==> config.mk <==
export PLATFORM = sky130hd
export DESIGN_NAME = time_unit_counter
export DESIGN_NICKNAME = d
export VERILOG_FILES = /design/src/rtl/time_unit_counter.sv
export SDC_FILE = /design/constraint.sdc
export NUM_CORES = 1
export LEC_CHECK = 0
export ABC_CLOCK_PERIOD_IN_PS = 3100
export CORE_UTILIZATION = 44
export DETAILED_ROUTE_END_ITERATION = 10
export HOLD_SLACK_MARGIN = 0.02
export PLACE_DENSITY_LB_ADDON = 0.12
export SLEW_MARGIN = 10
export SYNTH_ARGS = -nofsm -noshare
export SYNTH_HDL_FRONTEND = slang
export SYNTH_SLANG_ARGS = --single-unit
==> constraint.sdc <==
create_clock -name CP -period 3.1 [get_ports CP]
set_input_delay 0.62 -clock CP [delete_from_list [all_inputs] [get_ports CP]]
set_output_delay 0.62 -clock CP [all_outputs]
set_load 0.02 [all_outputs]
==> src/rtl/time_unit_counter.sv <==
// Wrapping time-unit counter (hours/minutes/seconds digit pair) with carry-in,
// manual adjust with auto-repeat, synchronous load and a registered BCD display word.
module time_unit_counter #(
    parameter int MODULUS = 24,
    parameter int CW      = 6,
    parameter int AMPM_EN = 1,
    parameter int REP_DLY = 500,
    parameter int REP_PER = 100
) (
    input  logic          CP,
    input  logic          RST,
    input  logic          CARRY,
    input  logic          CH,
    input  logic          ADJMODE,
    input  logic          STYLE,
    input  logic          LOAD,
    input  logic [CW-1:0] LOAD_VAL,
    output logic [CW-1:0] value,
    output logic [15:0]   data,
    output logic          carry_out
);

    localparam int            RMAX      = (REP_DLY > REP_PER) ? REP_DLY : REP_PER;
    localparam int            RW        = $clog2(RMAX + 1);
    localparam logic [CW-1:0] TOP       = CW'(MODULUS - 1);
    localparam bit            TWELVE_OK = (AMPM_EN != 0) && (MODULUS == 24);

    // IDLE means "not armed": holding CH without a fresh rising edge never repeats
    typedef enum logic [1:0] {PH_IDLE, PH_DELAY, PH_REPEAT} phase_t;

    phase_t        phase, phase_nx;
    logic [RW-1:0] rep_cnt, rep_cnt_nx;
    logic          carry_q, ch_q;
    logic          carry_ev, ch_ev, rep_step, step;
    logic [CW-1:0] value_nx, step_val;
    logic          carry_out_nx;
    logic [6:0]    disp;
    logic [3:0]    code, tens, ones;

    assign carry_ev = CARRY & ~carry_q;
    assign ch_ev    = CH & ~ch_q;
    assign step     = ch_ev | rep_step;

    always_comb begin
        phase_nx   = phase;
        rep_cnt_nx = rep_cnt;
        rep_step   = 1'b0;
        if (!CH) begin
            phase_nx   = PH_IDLE;
            rep_cnt_nx = '0;
        end else if (ch_ev) begin
            phase_nx   = PH_DELAY;
            rep_cnt_nx = '0;
        end else begin
            case (phase)
                PH_DELAY: begin
                    if (rep_cnt == RW'(REP_DLY - 1)) begin
                        rep_step   = 1'b1;
                        phase_nx   = PH_REPEAT;
                        rep_cnt_nx = '0;
                    end else begin
                        rep_cnt_nx = rep_cnt + RW'(1);
                    end
                end
                PH_REPEAT: begin
                    if (rep_cnt == RW'(REP_PER - 1)) begin
                        rep_step   = 1'b1;
                        rep_cnt_nx = '0;
                    end else begin
                        rep_cnt_nx = rep_cnt + RW'(1);
                    end
                end
                default: rep_cnt_nx = '0;
            endcase
        end
    end

    always_comb begin
        if (ADJMODE) step_val = (value == '0) ? TOP : value - CW'(1);
        else         step_val = (value == TOP) ? '0 : value + CW'(1);
    end

    always_comb begin
        value_nx     = value;
        carry_out_nx = 1'b0;
        if (LOAD) begin
            value_nx = (32'(LOAD_VAL) < MODULUS) ? LOAD_VAL : '0;
        end else if (carry_ev) begin
            if (value == TOP) begin
                value_nx     = '0;
                carry_out_nx = 1'b1;
            end else begin
                value_nx = value + CW'(1);
            end
        end else if (step) begin
            value_nx = step_val;
        end
    end

    always_comb begin
        disp = 7'(value);
        code = 4'hc;
        if (TWELVE_OK && STYLE) begin
            if (disp < 7'd12) begin
                code = 4'ha;
            end else begin
                code = 4'hb;
                if (disp > 7'd12) disp = disp - 7'd12;
            end
        end
        tens = 4'(disp / 7'd10);
        ones = 4'(disp % 7'd10);
    end

    always_ff @(posedge CP) begin
        if (RST) begin
            value     <= '0;
            data      <= 16'hcc00;
            carry_out <= 1'b0;
            carry_q   <= 1'b1;
            ch_q      <= 1'b1;
            phase     <= PH_IDLE;
            rep_cnt   <= '0;
        end else begin
            value     <= value_nx;
            data      <= {code, 4'hc, tens, ones};
            carry_out <= carry_out_nx;
            carry_q   <= CARRY;
            ch_q      <= CH;
            phase     <= phase_nx;
            rep_cnt   <= rep_cnt_nx;
        end
    end

endmodule

### Cell outlines without signal wires, run 1

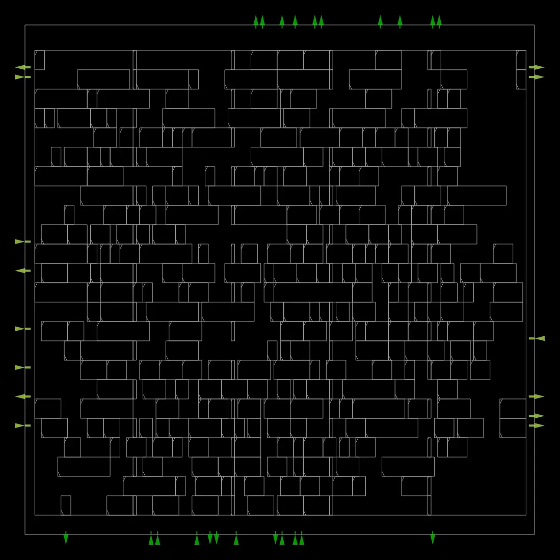
flop count: 31
# Taps: 52
final design utilization: 0.615
Site Rows: 24
Non-Filler Instances: 366

### Cells coloured by class, run 1

Bar = 20 microns. Fill, decap, tap and diode cells in grey.
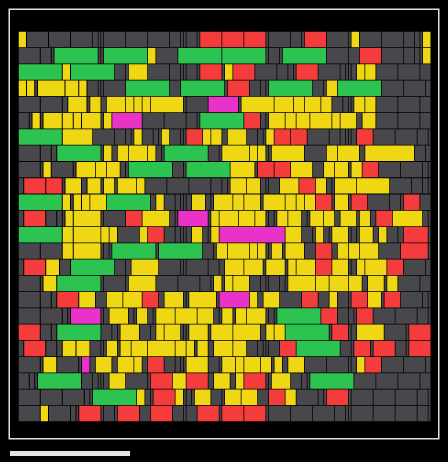
legend:
  green:
    class: flops
    cells: 31
    share_of_their_area: 23%
  yellow:
    class: combinational and other logic
    cells: 214
    share_of_their_area: 53%
  red:
    class: other buffers and delay cells
    cells: 62
    share_of_their_area: 20%
  magenta:
    class: clock drivers and dummy loads
    cells: 7
    share_of_their_area: 3.8%
sequential cell area share: 0.224
Core Region: 0.00450 sq mm
final instance area: 0.00277 sq mm

### Gate families picked out, run 1

Bar = 20 microns.
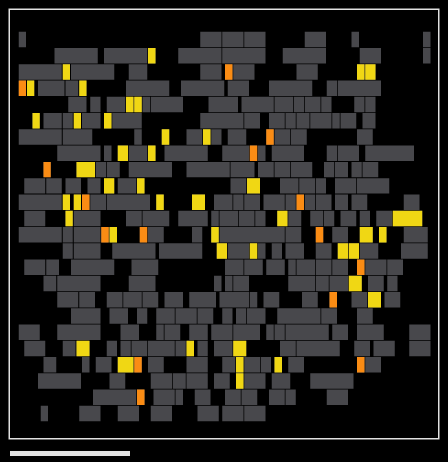
legend:
  orange:
    family: inverters
    cells: 15
  yellow:
    family: NOR gates
    cells: 43
    where: all over the die

==> results.sh, run 1 <==
# implementation run metrics
export IMPL_r2r_start="value[2]"
export IMPL_p_int_uw=845
export IMPL_syn_inst=263
export IMPL_wl_per_cell_microns=14.4
export IMPL_top_area_cell="dfxtp_1"
export IMPL_cts_tree="done"
export IMPL_ys_sh_aoi=0.249
export IMPL_first_iter_violations=152
export IMPL_finish_net_count=338
export IMPL_power_leakage_uw=0.00108
export IMPL_antenna_found_initial=0
export IMPL_ys_sh_mux=0.0264
export IMPL_clk_latency_ns=0.29
export IMPL_dp_hpwl_mm=3.90
export IMPL_cp_required_ns=3.27
export IMPL_dp_cells=357
export IMPL_crit_family="simple AND/OR/NAND/NOR gates"
export IMPL_use_met3=0.0436
export IMPL_clockBufferDepth=2
export IMPL_cts_root_buf="clkbuf_8"
export IMPL_comb_cells=199
export IMPL_power_total_uw=1210
export IMPL_layout_top_cells="31 x dfxtp_1, 31 x buf_4, 29 x clkdlybuf4s50_1"
export IMPL_ys_seq_share=0.291
export IMPL_area_delta_synth_final_pct=30.1
export IMPL_wl_met3_microns=266
export IMPL_fp_dieH_microns=71.6
export IMPL_grt_busiest_layer="met2"
export IMPL_cp_arrival_ns=2.98
export IMPL_hold_worst_slack_ns=0.442
export IMPL_edf_count=0
export IMPL_ys_area_sq_mm=0.00213
export IMPL_io_buffers=30
export IMPL_p_sw_uw=366
export IMPL_synth_xor_xnor_area_share=0.0494
export IMPL_yosysWarnings=0
export IMPL_firstDrtPassIters=4
export IMPL_floorplan_core_util=0.473
export IMPL_highest_layer="met4"
export IMPL_comb_power_uw=398
export IMPL_ys_cells=263
export IMPL_top_cells_by_area="dfxtp_1 29%, ha_1 6.5%, nor2_1 4.6%, xnor2_1 4.1%, a211oi_1 3.9%"
export IMPL_clkSlewWorstSetupHoldPaths_ns=0.06
export IMPL_warnings=32
export IMPL_wl_met1_mm=2.45
export IMPL_sequentialPower_uw=433
export IMPL_comb_share=0.498
export IMPL_hold_viol=0
export IMPL_skew_ns=0.00591
export IMPL_use_met2=0.360
export IMPL_dominant_cells="multi-input combinational cells"
export IMPL_grt_pass1_wl_mm=9.03
export IMPL_period_minus_slack_ns=2.81
export IMPL_drc=0
export IMPL_top_cell_area_share=0.291
export IMPL_buffer_area_frac=0.197
export IMPL_reg2reg_to="data[1]"
export IMPL_buffers=62
export IMPL_ctsResizeCount=0
export IMPL_place_congestion=0.923
export IMPL_reg_top3="data x11, rep_cnt x9, value x6"
export IMPL_setup_violations=0
export IMPL_combPwrFrac=0.328
export IMPL_pwr_share_seq=0.357
export IMPL_crit_buf_inv=2
export IMPL_hold_depth=1
export IMPL_ant_nets=0
export IMPL_status="finished, final reports clean"
export IMPL_cp_slowest_cell="or3_4"
export IMPL_critPathKind="register to register"
export IMPL_crit_path_end="data[1]"
export IMPL_logic_area_sq_mm=0.00138
export IMPL_r2r_slack_ns=0.29
export IMPL_power_share_clock=0.315
export IMPL_cp_start_kind="register"
export IMPL_maxPowerGroup="sequential cells"
export IMPL_met1_usage=0.296
export IMPL_ff_type="dfxtp_1"
export IMPL_ys_flops=31
==> run 1: cells in the mapped netlist, types with 3 or more instances <==
| cell | number |
|---|---|
| a221oi_1 | 6 |
| o21a_1 | 3 |
| a21oi_1 | 14 |
| inv_1 | 14 |
| ha_1 | 11 |
| nor2b_1 | 4 |
| buf_2 | 4 |
| o31ai_1 | 3 |
| o21ai_0 | 11 |
| mux2i_1 | 3 |
| or2_2 | 4 |
| nand2_1 | 14 |
| nor3_1 | 7 |
| nand3_1 | 10 |
| nor2_1 | 26 |
| nor4_1 | 3 |
| a211oi_1 | 11 |
| buf_4 | 7 |
| clkbuf_1 | 8 |
| nand2b_1 | 4 |
| dfxtp_1 | 31 |
| and3_1 | 4 |
| a22oi_1 | 4 |
| xnor2_1 | 10 |
### Signal wires by layer, run 1

Bar = 20 microns.
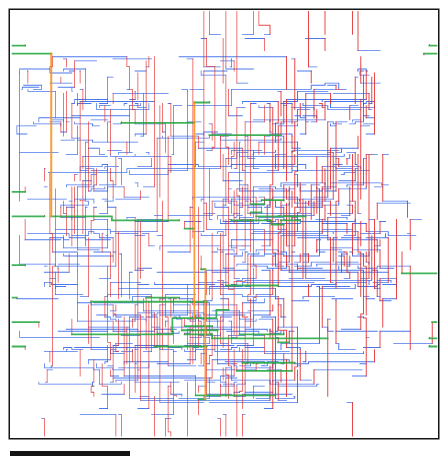

==> run 1 -> run 2 <==
--- a/config.mk
+++ b/config.mk
@@ -6,10 +6,13 @@
 export NUM_CORES = 1
 export LEC_CHECK = 0
 export ABC_CLOCK_PERIOD_IN_PS = 3100
+export CAP_MARGIN = 15
 export CORE_UTILIZATION = 44
 export DETAILED_ROUTE_END_ITERATION = 10
 export HOLD_SLACK_MARGIN = 0.02
+export MAX_ROUTING_LAYER = met4
 export PLACE_DENSITY_LB_ADDON = 0.12
+export REMOVE_ABC_BUFFERS = 1
 export SLEW_MARGIN = 10
 export SYNTH_ARGS = -nofsm -noshare
 export SYNTH_HDL_FRONTEND = slang
### Signal wires by layer, run 2

Bar = 20 microns.
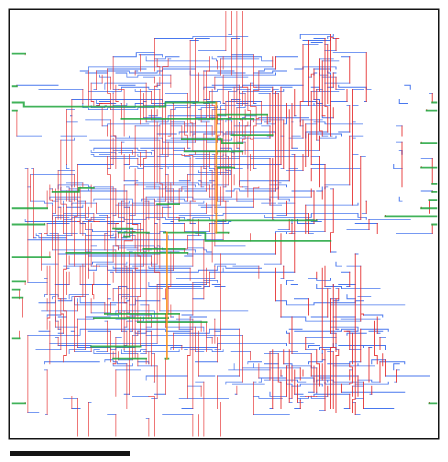
legend:
  orange:
    layer: metal 4
    wire_length: 42.8 microns
  blue:
    layer: metal 1
    wire_length: 2520 microns
  red:
    layer: metal 2
    wire_length: 2430 microns
  green:
    layer: metal 3
    wire_length: 299 microns

==> results.sh, run 2 <==
# implementation run metrics
export IMPL_ys_sh_aoi=0.249
export IMPL_synth_xor_xnor_area_share=0.0494
export IMPL_skew_ns=0.00879
export IMPL_warnings=31
export IMPL_pwr_share_seq=0.360
export IMPL_hold_depth=1
export IMPL_top_cell_area_share=0.291
export IMPL_antenna_found_initial=0
export IMPL_syn_inst=263
export IMPL_first_iter_violations=158
export IMPL_ff_type="dfxtp_1"
export IMPL_floorplan_core_util=0.473
export IMPL_wl_per_cell_microns=14.4
export IMPL_drc=0
export IMPL_clockBufferDepth=2
export IMPL_stdcell_count=368
export IMPL_power_total_uw=1210
export IMPL_cts_root_buf="clkbuf_8"
export IMPL_cp_arrival_ns=3.05
export IMPL_ys_cells=263
export IMPL_status="finished, final reports clean"
export IMPL_ctsResizeCount=0
export IMPL_cp_required_ns=3.26
export IMPL_dp_hpwl_mm=3.90
export IMPL_clkSlewWorstSetupHoldPaths_ns=0.06
export IMPL_yosysWarnings=0
export IMPL_setup_violations=0
export IMPL_core_sq_mm=0.00450
export IMPL_dp_cells=357
export IMPL_fp_dieH_microns=71.6
export IMPL_crit_buf_inv=2
export IMPL_cts_tree="done"
export IMPL_ant_nets=0
export IMPL_hold_worst_slack_ns=0.442
export IMPL_finish_net_count=340
export IMPL_r2r_start="value[4]"
export IMPL_crit_family="AND-OR/OR-AND gates"
export IMPL_combPwrFrac=0.328
export IMPL_comb_power_uw=396
export IMPL_hold_viol=0
export IMPL_p_int_uw=847
export IMPL_layout_top_cells="33 x buf_4, 31 x dfxtp_1, 29 x clkdlybuf4s50_1"
export IMPL_area_delta_synth_final_pct=30.1
export IMPL_r2r_slack_ns=0.20
export IMPL_top_cells_by_area="dfxtp_1 29%, ha_1 6.5%, nor2_1 4.6%, xnor2_1 4.1%, a211oi_1 3.9%"
export IMPL_crit_path_end="data[1]"
export IMPL_top_cells_by_count="31 x dfxtp_1, 26 x nor2_1, 14 x a21oi_1, 14 x inv_1, 14 x nand2_1"
export IMPL_reg2reg_to="data[1]"
export IMPL_num_rows=24
export IMPL_p_sw_uw=361
export IMPL_edf_count=0
export IMPL_ys_seq_share=0.291
export IMPL_ys_sh_mux=0.0264
export IMPL_cp_slowest_cell="dfxtp_1"
export IMPL_power_leakage_uw=0.00109
export IMPL_firstDrtPassIters=4
### Sequential cells grouped by signal name, run 2

Bar = 20 microns. Other sequential cells in the stronger grey, the rest of the logic in the fainter grey.
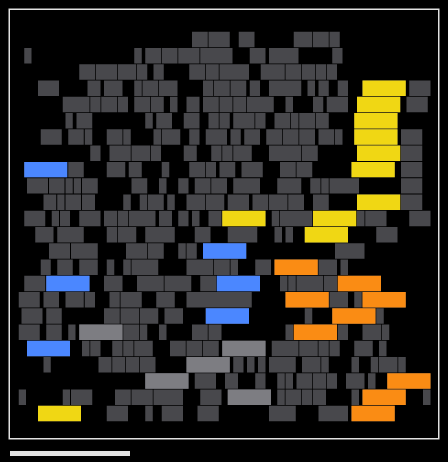
legend:
  blue:
    name_in_the_netlist: `value`
    placed_flops: 6
  orange:
    name_in_the_netlist: `rep_cnt`
    placed_flops: 9
  yellow:
    name_in_the_netlist: `data`
    placed_flops: 11
not coloured: 5
final design utilization: 0.615
Storage cell area: 621 sq um
sequential cell area share: 0.224
Seq. pwr: 435 uW

==> run 2: netlist changes by cell type in the layout (fill, tap and decap cells not counted), sizes merged <==
cell	change
buf	+2
==> run 2: per-layer routing <==
metal / GRT usage / routed length (microns) / vias up
li1: - / - / 1056
met1: 0.287 / 2520 / 983
met2: 0.349 / 2430 / 67
met3: 0.0380 / 299 / 4
met4: 0.0654 / 42 / 0
met5: - / 0 / -
==> run 2: area by class of cell <==
| class | count | area (sq um) | share of cell area |
|---|---|---|---|
| clock buffer | 6 | 72.6 | 0.0262 |
| clock inverter | 1 | 30.0 | 0.0108 |
| inverter | 15 | 56.3 | 0.0203 |
| multi-input combinational | 199 | 1370 | 0.493 |
| sequential | 31 | 621 | 0.224 |
| tap | 52 | 65.1 | 0.0235 |
| timing repair buffer | 64 | 562 | 0.203 |
No activity file was given, so power comes from the tool's default toggle rates.
